$ cat src/rtl/totp_display_seq.sv
// totp_display_seq
// Takes a finished BCD code from the TOTP core over a valid/ready handshake,
// latches it, and shows it one digit at a time on the 7-segment lines.
// Each digit is followed by a blank gap, and the whole code is played
// REPEATS times before the sequencer returns to IDLE.
// seg/dp/pos/busy are registered; code_ready is combinational from
// state and clear so that a new code can be taken in the first idle cycle.

module totp_display_seq #(
  parameter int TICKS_PER_SLOT = 1000,
  parameter int GAP_TICKS      = 250,
  parameter int NUM_DIGITS     = 6,
  parameter int REPEATS        = 2
) (
  input  logic                    clk,
  input  logic                    rst_n,
  input  logic                    code_valid,
  output logic                    code_ready,
  input  logic [4*NUM_DIGITS-1:0] code,
  input  logic                    clear,
  output logic [6:0]              seg,
  output logic                    dp,
  output logic [2:0]              pos,
  output logic                    busy
);

  // Terminal values of the counters, cast once to the register widths.
  // When GAP_TICKS is 0 the GAP state is never entered, so GAP_LAST is unused.
  localparam logic [15:0] SLOT_LAST = 16'(TICKS_PER_SLOT - 1);
  localparam logic [15:0] GAP_LAST  = 16'(GAP_TICKS - 1);
  localparam logic [2:0]  POS_LAST  = 3'(NUM_DIGITS - 1);
  localparam logic [3:0]  PASS_LAST = 4'(REPEATS - 1);
  localparam bit          NO_GAP    = (GAP_TICKS == 0);

  typedef enum logic [1:0] {
    IDLE = 2'd0,
    SHOW = 2'd1,
    GAP  = 2'd2
  } state_t;

  state_t                  state_q, state_d;
  logic [4*NUM_DIGITS-1:0] code_q, code_d;
  logic [2:0]              pos_q, pos_d;
  logic [3:0]              pass_q, pass_d;
  logic [15:0]             cnt_q, cnt_d;
  logic [6:0]              seg_q, seg_d;
  logic                    dp_q, dp_d;
  logic                    busy_q, busy_d;
  logic                    accept_s;
  logic                    slot_end_s;

  // BCD value to segment pattern {g,f,e,d,c,b,a}; non-decimal values show a dash.
  function automatic logic [6:0] seg_decode(input logic [3:0] val);
    logic [6:0] pat;
    case (val)
      4'd0:    pat = 7'h3F;
      4'd1:    pat = 7'h06;
      4'd2:    pat = 7'h5B;
      4'd3:    pat = 7'h4F;
      4'd4:    pat = 7'h66;
      4'd5:    pat = 7'h6D;
      4'd6:    pat = 7'h7D;
      4'd7:    pat = 7'h07;
      4'd8:    pat = 7'h7F;
      4'd9:    pat = 7'h6F;
      default: pat = 7'h40;
    endcase
    return pat;
  endfunction

  // Select digit p of a code; digit 0 occupies the most significant nibble.
  function automatic logic [3:0] digit_at(input logic [4*NUM_DIGITS-1:0] c,
                                          input logic [2:0]              p);
    logic [3:0] d;
    d = 4'h0;
    for (int i = 0; i < NUM_DIGITS; i++) begin
      if (p == 3'(i)) begin
        d = c[4*(NUM_DIGITS-1-i) +: 4];
      end else begin
        d = d;
      end
    end
    return d;
  endfunction

  // A code can be taken only when idle and not being aborted in the same cycle.
  assign code_ready = (state_q == IDLE) && !clear;
  assign accept_s   = code_valid && code_ready;

  // Next-state logic: slot/gap timing, digit and pass stepping, clear override.
  always_comb begin
    state_d    = state_q;
    code_d     = code_q;
    pos_d      = pos_q;
    pass_d     = pass_q;
    cnt_d      = cnt_q;
    slot_end_s = 1'b0;

    case (state_q)
      IDLE: begin
        if (accept_s) begin
          code_d  = code;
          pos_d   = 3'd0;
          pass_d  = 4'd0;
          cnt_d   = 16'd0;
          state_d = SHOW;
        end else begin
          pos_d   = 3'd0;
          cnt_d   = 16'd0;
        end
      end

      SHOW: begin
        if (cnt_q == SLOT_LAST) begin
          cnt_d = 16'd0;
          if (NO_GAP) begin
            // Without a gap the digit/pass advance happens straight from SHOW.
            slot_end_s = 1'b1;
          end else begin
            state_d = GAP;
          end
        end else begin
          cnt_d = cnt_q + 16'd1;
        end
      end

      GAP: begin
        if (cnt_q == GAP_LAST) begin
          cnt_d      = 16'd0;
          slot_end_s = 1'b1;
        end else begin
          cnt_d = cnt_q + 16'd1;
        end
      end

      default: begin
        state_d = IDLE;
        pos_d   = 3'd0;
        pass_d  = 4'd0;
        cnt_d   = 16'd0;
      end
    endcase

    // End of a digit slot (gap finished, or show finished with no gap).
    if (slot_end_s) begin
      if (pos_q != POS_LAST) begin
        pos_d   = pos_q + 3'd1;
        state_d = SHOW;
      end else if (pass_q != PASS_LAST) begin
        pass_d  = pass_q + 4'd1;
        pos_d   = 3'd0;
        state_d = SHOW;
      end else begin
        pos_d   = 3'd0;
        pass_d  = 4'd0;
        state_d = IDLE;
      end
    end else begin
      pos_d = pos_d;
    end

    // Abort wins over everything, including a simultaneous accept.
    if (clear) begin
      state_d = IDLE;
      code_d  = code_q;
      pos_d   = 3'd0;
      pass_d  = 4'd0;
      cnt_d   = 16'd0;
    end else begin
      state_d = state_d;
    end
  end

  // Output values for the next cycle, derived from the next state so the
  // pins are registered yet change on the same edge as the state.
  always_comb begin
    seg_d  = 7'h00;
    dp_d   = 1'b0;
    busy_d = 1'b0;
    if (state_d == SHOW) begin
      seg_d  = seg_decode(digit_at(code_d, pos_d));
      dp_d   = (pos_d == 3'd0);
      busy_d = 1'b1;
    end else if (state_d == GAP) begin
      seg_d  = 7'h00;
      dp_d   = 1'b0;
      busy_d = 1'b1;
    end else begin
      seg_d  = 7'h00;
      dp_d   = 1'b0;
      busy_d = 1'b0;
    end
  end

  // State, latched code, counters and output registers with synchronous reset.
  always_ff @(posedge clk) begin
    if (!rst_n) begin
      state_q <= IDLE;
      code_q  <= '0;
      pos_q   <= 3'd0;
      pass_q  <= 4'd0;
      cnt_q   <= 16'd0;
      seg_q   <= 7'h00;
      dp_q    <= 1'b0;
      busy_q  <= 1'b0;
    end else begin
      state_q <= state_d;
      code_q  <= code_d;
      pos_q   <= pos_d;
      pass_q  <= pass_d;
      cnt_q   <= cnt_d;
      seg_q   <= seg_d;
      dp_q    <= dp_d;
      busy_q  <= busy_d;
    end
  end

  assign seg  = seg_q;
  assign dp   = dp_q;
  assign pos  = pos_q;
  assign busy = busy_q;

endmodule

$ cat config.mk
export PLATFORM = sky130hd
export DESIGN_NAME = totp_display_seq
export DESIGN_NICKNAME = d
export VERILOG_FILES = /design/src/rtl/totp_display_seq.sv
export SDC_FILE = /design/constraint.sdc
export NUM_CORES = 1
export LEC_CHECK = 0
export CORE_UTILIZATION = 30
export CTS_CLUSTER_SIZE = 10
export DETAILED_ROUTE_END_ITERATION = 10
export HOLD_SLACK_MARGIN = 0.1
export PLACE_DENSITY = 0.51
export SKIP_CTS_REPAIR_TIMING = 1
export SYNTH_ARGS = -nofsm -noshare
export SYNTH_HDL_FRONTEND = slang
export SYNTH_SLANG_ARGS = --single-unit
$ cat constraint.sdc
create_clock -name clk -period 4.2 [get_ports clk]
set_input_delay 0.63 -clock clk [delete_from_list [all_inputs] [get_ports clk]]
set_output_delay 0.63 -clock clk [all_outputs]
set_load 0.03 [all_outputs]
Figure 1. Met3 routing.
Scale bar: 20 microns.
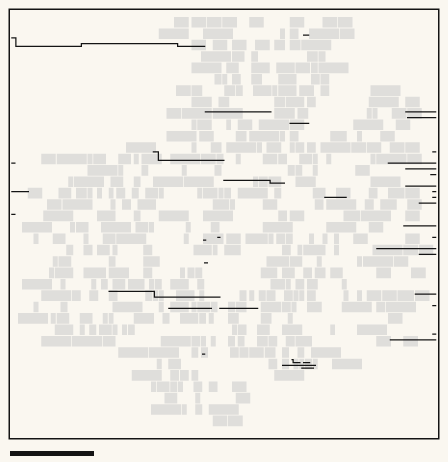
nets with wire on the layer = 31
longest straight run = 23.0 microns

Figure 2. M1 wires.
Scale bar: 20 microns.
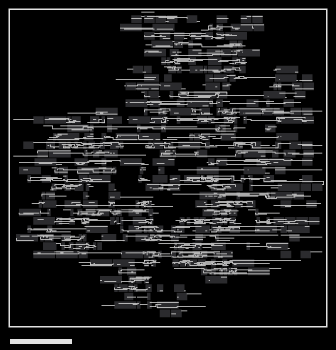
nets with wire on the layer = 385
longest straight run = 36.8 microns
share of all routed wire = 49%
main direction = horizontal

==> results.cfg <==
; implementation run metrics
[logic_synthesis]
ys.flop_type = dfxtp_1
area_leaders = dfxtp_1 (39%), mux2i_1 (8.6%), nor2_1 (7.5%), ha_1 (5.4%), mux2_2 (3.0%)
syn_inst = 339
netlist.area_leader.share_pct = 38.5
ys_types = 52
synth_area_leader_cell = dfxtp_1
ys_seq_share_pct = 38.5
ys_area_sq_mm = 0.00301
yosys_cells = 339
syn_nets = 380
edf_count = 0
synth.top_cells.by_count = nor2_1 (60), dfxtp_1 (58), mux2i_1 (26)
synth_flop_count = 58
synth.avg_cell_area_sq_um = 8.89
most_common_cell = nor2_1
yosys_warnings = 0
async_reset_ff_share_pct = 0
syn_area_sq_mm = 0.00301

[timing]
setup_viol_count_final = 0
period_minus_slack_ns = 3.31
fin_crit_sh_pct = 78.9
timing.final.max_slew_violations = 0
rsz0062_at_grt = no
fin_skew_ns = 0.0118
setup_tns_ns = 0
slew_headroom_pct = 48.6
worst_pin_slew_ns = 0.770
hold_viol = 0
max_freq_mhz = 302

[floorplan]
io_pins = 41
die_h_microns = 102
core_area_sq_mm = 0.00977
rows = 36
dieArea_sq_mm = 0.0104
fp_util_pct = 30.8
die_w_microns = 102

[critical_path]
r2r_setup_slack_ns = 0.95
cp_common_cell = a31oi_1
worstSetupPathType = input port to register
timing.rr.end = seg[4]
timing.rr.start = cnt_q[0]
crit_start = clear
start_kind = input port
arrival_ns = 3.59
cp.depth = 12
crit_end = seg[5]
cp_num_buf_inv = 3
critPathCaptureType = register
path_cells = clkdlybuf4s50_1 -> nand3b_1 -> buf_4 -> mux2i_1 -> nand2b_1 -> a31oi_1 -> o221ai_1 -> a21oi_1 -> inv_1 -> ha_1 -> or3_1 -> a31oi_1
r2r_cells = 12
crit_fanout = 20
critical_path.top_delay_family = buffers and inverters
critPathMaxStageDelay_ns = 0.70
critical_path_required_ns = 4.47
cp_slowest_cell = clkdlybuf4s50_1

[job]
warnings = 35
maxCapViolCount = 0

[layout]
final_area_sq_mm = 0.00371
antenna_cells = 0
syn_to_final_growth_pct = 23.2
nets = 423
drive_gt1_share_pct = 10.3
fill_cells = 1031

[clock_network]
tritoncts = built
cts_sinks = 58
clkTransAtPathRegs_ns = 0.08
worstSkewPairLatency_ns = 0.34
cts_max_level = 3
root_buffer = clkbuf_8
clockBufferDepth = 2
numCtsBuffers = 9

[placement]
place_area_sq_mm = 0.00354
routabilityCongestion = 0.783
hpwl_microns = 5030
port-buffer-count = 40

[global_route]
antenna_found_initial = 0
grt_pass1_vias = 2383
grt_pass1_wl_microns = 11600
grt_usage_pct = 14.8
overflow = 0
grt_max_degree = 24

[hold_path]
min-delay-path-class = register to register
hold_path_depth = 1
whs_endpoint = cnt_q[0]
hp-start = cnt_q[0]

[routing]
drtIter0Drc = 68
wl_per_cell_microns = 13.5
routed_wl_microns = 7020
drt-vias-per-instance = 4.75
drc = 0
ant_nets = 0
route.vias.total = 2472
first_pass_iters = 4

[pwr]
power_per_cell_area_mw_per_mm2 = 310
total_power_w = 0.00115
irDropWorstVdd_mv = 0.113
p_leak_nw = 1.45

[outcome]
status = finished, final reports clean
Figure 3. Register map, names as in the netlist.
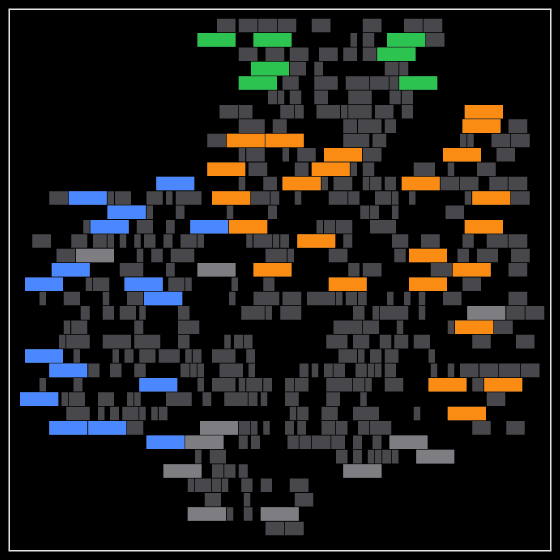
seg -> green  # placed flops 7, where top centre
cnt_q -> blue  # placed flops 16, where middle left
code_q -> orange  # placed flops 24

[cell usage in the layout, fill, tap and decap left out, drive strengths merged, types with 9 or more instances in the layout]
master and n:
clkbuf 9, nor2 60, inv 13, mux2 12
mux2i 26, nand2 16, xnor2 9, clkdlybuf4s50 40
ha 13, nor3 10, nand3 14, dfxtp 58
a21oi 9
[metrics by stage]
step,utilization [%],setup WS [ns],hold WS [ns],std cells
finish,38.0,0.888,0.478,520
global route,38.0,0.548,0.507,520
CTS,38.0,0.866,0.486,520
detailed placement,36.3,0.498,0.468,504
global placement,36.3,0.605,0.448,504
floorplan,-,1.04,0.433,339
[final cells by class]
class	count	area, sq um	share of cell area, %
inverters	12	45.0	1.21
clock buffers	9	124	3.34
flip-flops and latches	58	1160	31.3
multi-input cells	255	1730	46.5
clock inverters	7	43.8	1.18
well taps	133	166	4.48
repair buffers	46	445	12.0
[cells by family (layout without fill, tap and decap cells)]
logic type	Yosys count	in the layout	synth area share [%]
buf+inv	26	74	4.15
compound gates	36	36	7.89
flops	58	58	38.5
mux	38	38	13.5
simple gates	151	151	25.6
fa+ha+maj	13	13	5.40
xor+xnor	17	17	4.94
[where the power goes]
group          internal, W  switching [W]  leakage [nW]  total (W)
Combinational    0.0000661      0.0000677         0.892   0.000134
Sequential        0.000564     0.00000347         0.471   0.000568
Clock             0.000211       0.000239        0.0852   0.000450
[metal layers]
metal | GRT usage, % | vias up | part of all wire (%)
met2 | 22.7 | 47 | 45
met1 | 19.3 | 1144 | 49
met4 | 6.37 | 0 | 1.8
met5 | 0 | - | 0
met3 | 4.31 | 11 | 3.8
li1 | - | 1270 | -
[registers in the layout, summed over array words and instances, names as in the netlist]
signal / flops
busy: 1
cnt_q: 16
code_q: 24
dp: 1
pass_q: 4
pos: 3
seg: 7
state_q: 2
No activity file was given, so power comes from the tool's default toggle rates.
